==> config.mk <==
export PLATFORM = sky130hd
export DESIGN_NAME = int_to_flt
export DESIGN_NICKNAME = d
export VERILOG_FILES = /design/src/rtl/flt_pkg.sv /design/src/rtl/flt_round.sv /design/src/rtl/int_to_flt.sv
export SDC_FILE = /design/constraint.sdc
export NUM_CORES = 1
export LEC_CHECK = 0
export CAP_MARGIN = 10
export CORE_MARGIN = 2
export CORE_UTILIZATION = 40
export CTS_CLUSTER_SIZE = 12
export DETAILED_ROUTE_END_ITERATION = 16
export HOLD_SLACK_MARGIN = 0.08
export PLACE_DENSITY = 0.64
export SETUP_SLACK_MARGIN = 0.05
export SYNTH_ARGS = -nofsm -noshare
export SYNTH_HDL_FRONTEND = slang
export SYNTH_SLANG_ARGS = --single-unit
==> constraint.sdc <==
create_clock -name clk -period 3.75 [get_ports clk]
set_input_delay 0.75 -clock clk [delete_from_list [all_inputs] [get_ports clk]]
set_output_delay 0.75 -clock clk [all_outputs]
set_load 0.01 [all_outputs]
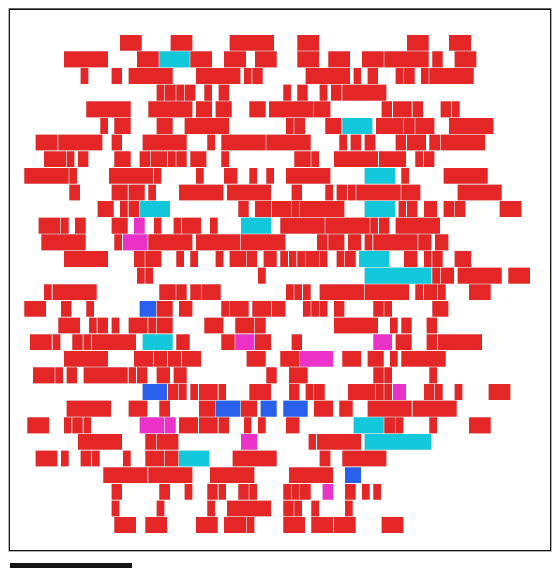
Figure 1: cells by drive strength.
Bar = 20 um.
- cyan: x6 and larger (cells 12)
- blue: x3 and x4 (cells 6)
- magenta: x2 (cells 10)
- red: x1 and smaller (cells 353)
final worst slack: 1.25 ns
design area: 3370 sq um
Synth-to-Final Area Change: 18.6%

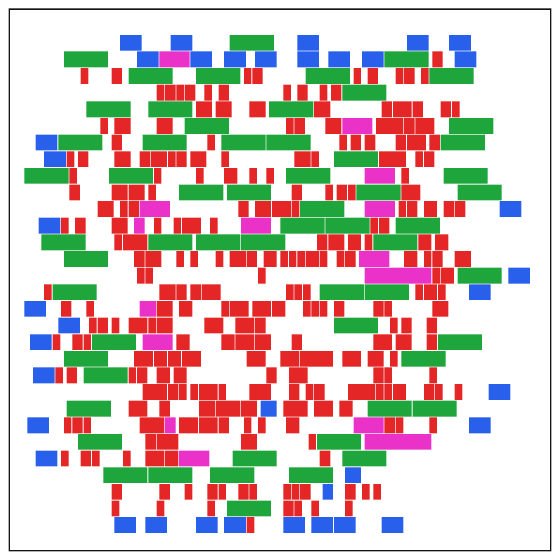
Figure 2: cells coloured by class.
- magenta: clock drivers and dummy loads (cells 15; share of their area 6.6%)
- red: remaining logic cells (cells 269; share of their area 46%)
- blue: remaining buffers and delay cells (cells 38; share of their area 11%)
- green: registers (cells 59; share of their area 36%)
row count: 30
core box area: 6830 sq um
sequential cell area share: 0.350

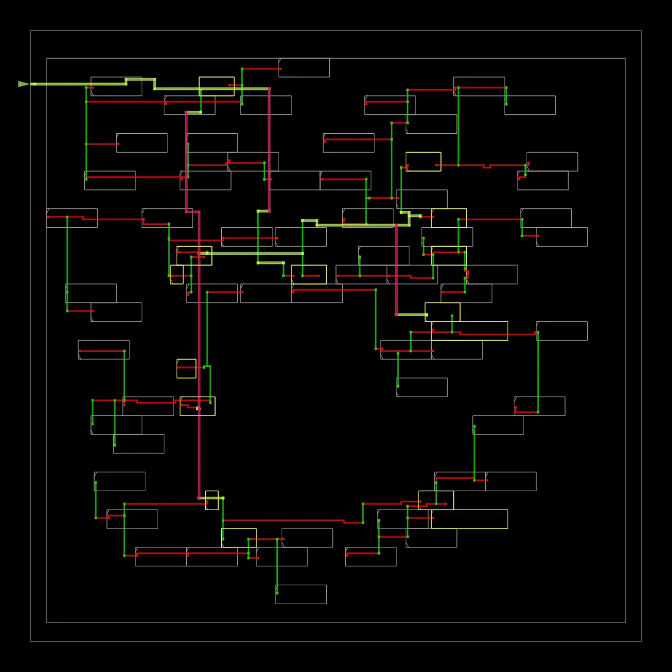
Figure 3: clock wiring as the flow saved it.
Latency at later pin: 0.34 ns
Clock Sinks: 59
seq_cells: 59
CTS buffer count: 9
Setup Skew: 0.0111 ns

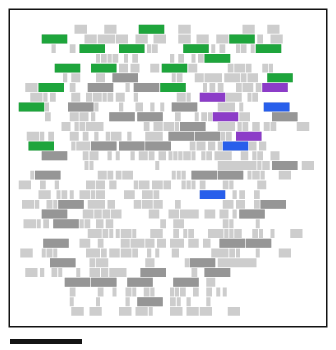
Figure 4: sequential cells coloured by netlist name.
Bar = 20 um. Other sequential cells in the stronger grey, the rest of the logic in the fainter grey.
- green: flt_out (sequential cells 16)
- blue: state (sequential cells 3)
- purple: shift (sequential cells 4)
- not coloured: 36
final core utilization: 0.494
Seq. pwr: 719 uW
FF+latch area: 1180 sq um

==> impl_metrics.csv <==
group,metric,value,unit
routing,ant_nets,0,
logic_synthesis,top_area_frac,0.415,
die,die_width,88.3,um
logic_synthesis,simple_gate_area_frac,0.271,
worst_setup_path,cp_num_buf_inv,1,
run_status,status,"finished, final reports clean",
finish,fill_cells,693,
power,power,1.64,mW
run,cap_violations,0,
global_route,antenna_found_initial,0,
global_route,grt_pass1_wl,11200,um
clock_network,cts.path.max_buffers,2,
power,power_density,485,nW/um^2
die,ioPinCount,37,
clock_network,cts_setup_buffers,0,
logic_synthesis,ys.flops,59,
final_timing,slew-limit-headroom,0.322,
logic_synthesis,syn_avg_cell_area,7.99,sq um
global_route,track_usage,0.183,
worst_setup_path,path_class,"reg -> reg",
global_route,grt_max_degree,60,
logic_synthesis,yosys.cell_types.count,46,
logic_synthesis,ff_type,"dfxtp_1",
final_timing,period_needed,2.50,ns
routing,finalWirelength,6420,um
logic_synthesis,yosys-stat-area,2840,sq um
final_timing,setup_violations,0,
clock_network,root_buffer,"clkbuf_8",
worst_setup_path,cp_slowest_stage_delay,0.63,ns
final_timing,drv_slew,0,
logic_synthesis,mappedNetlistArea,2840,sq um
final_timing,worst_pin_slew,1.01,ns
die,die.size.y,88.3,um
global_route,grt-ovfl-total,0,
logic_synthesis,ys_sh_aoi,0.181,
place,hpwl,4290,um
worst_setup_path,reg2regPathDepth,8,
worst_setup_path,critPathCaptureType,"register",
logic_synthesis,yosysWarnings,0,
place,gp_congestion,0.859,
final_timing,rsz0062_at_grt,"false",
logic_synthesis,floorplan.nets,378,
finish,final_layout_size_suffix_gt1_frac,0.0735,
hold_path,min_path_type,"reg -> reg",
routing,drc,0,
finish,fin_cells,477,
worst_setup_path,cp_max_fo,10,
logic_synthesis,synth_cells,356,
clock_network,clkTransAtPathRegs,0.07,ns
routing,drt_first_pass_iters,5,
finish,final_cell_mix,"59 x dfxtp_1, 57 x nand2_1, 47 x a21oi_1, 47 x nor2_1, 35 x clkdlybuf4s50_1",
worst_setup_path,path_cells,"inv_1 -> ha_1 -> nand2b_1 -> xnor2_1 -> or4_2 -> a2111oi_2 -> nand4_1 -> o21ai_1",
worst_setup_path,cp-start-kind,"register",
final_timing,fin_crit_sh,0.668,
logic_synthesis,synth_top_cell_by_area,"dfxtp_1",
clock_network,cts_resized,0,
finish,layout_top_cell,"dfxtp_1",
place,port-buffer-count,36,
die,die_area,7800,sq um
logic_synthesis,ys_sh_adder,0.0132,
power,leakagePower,1.23,nW
routing,wl_per_cell,13.5,um
finish,fin_nets,399,
power,ir_worst_vdd,0.193,mV
clock_network,h-tree-depth,3,
final_timing,worst_hold_slack,0.466,ns
logic_synthesis,ys_sh_mux,0.00704,
logic_synthesis,edf_count,0,
run,warning_count,27,
worst_setup_path,cp.required,4.02,ns
worst_setup_path,worstPathArrival,2.78,ns
logic_synthesis,synth.area.top_cells,"dfxtp_1 42%, a21oi_1 8.3%, nand2_1 7.5%",
worst_setup_path,r2r_setup_slack,1.25,ns
logic_synthesis,synth-seq-area-share,0.415,
place,placed_cells_incl_taps,462,
routing,drt_iter0_markers,153,
hold_path,hold_depth,2,
routing,vias_per_cell,5.20,
logic_synthesis,synthXorXnorAreaFrac,0.0462,
logic_synthesis,logic_family,"simple AND/OR/NAND/NOR gates",
final_timing,finalSetupTns,0,ns
die,fp_util,0.416,
logic_synthesis,ys_cells,356,
clock_network,tritoncts,"yes",
global_route,grt_pass1_vias,2315,
worst_setup_path,crit_path_top_delay_cell,"or4_2",
routing,vias,2479,
final_timing,finalHoldViolations,0,
final_timing,max_clock_freq,0.399,GHz
-- where the power goes --
part           internal [mW]  leakage [nW]  switching, mW
combinational          0.124         0.636          0.157
clock                  0.386         0.108          0.252
sequential             0.671         0.481         0.0481
-- synthesized netlist by cell type (3+ instances only) --
library cell / n
clkbuf_8: 3
clkbuf_1: 18
a31oi_1: 3
nor3_1: 10
nor2_1: 47
nand2_1: 57
a22oi_1: 3
inv_1: 3
nand3_1: 6
nand4_1: 3
buf_4: 3
dfxtp_1: 59
buf_6: 3
nor4_1: 6
xnor2_1: 7
nor3b_1: 13
nor2b_1: 3
a2111oi_0: 3
a21oi_1: 47
or4_4: 3
nand2b_1: 3
a211oi_1: 8
ha_1: 3
xor2_1: 8
o21ai_0: 9
-- worst register-to-register path: stages (launching register included) --
cell       delay (ns)
dfxtp_1          0.40
inv_1            0.07
ha_1             0.32
nand2b_1         0.21
xnor2_1          0.16
or4_2            0.63
a2111oi_2        0.37
nand4_1          0.16
o21ai_1          0.10
-- through the flow --
step,area [sq um],worst slack [ns]
after global routing,3370,1.11
final,3370,1.25
after CTS,3370,1.24
after detailed placement,3160,1.26
after global placement,3160,1.36
after floorplan,2840,1.51
-- layer usage --
metal,wire (um),global-route usage,up-vias
met1,3260,0.250,1146
li1,-,-,1282
met5,0,0,-
met3,189,0.0476,10
met2,2860,0.273,41
met4,105,0.0771,0
-- layout make-up --
type	count	area [sq um]	share of cell area
repair buffers	38	370	0.110
inverters	3	11.3	0.00334
flip-flops and latches	59	1180	0.350
clock inverters	5	77.6	0.0230
clock buffers	10	138	0.0408
well taps	96	120	0.0356
multi-input cells	266	1480	0.437
Power figures rest on the tool's default switching activity, not on a simulated workload.
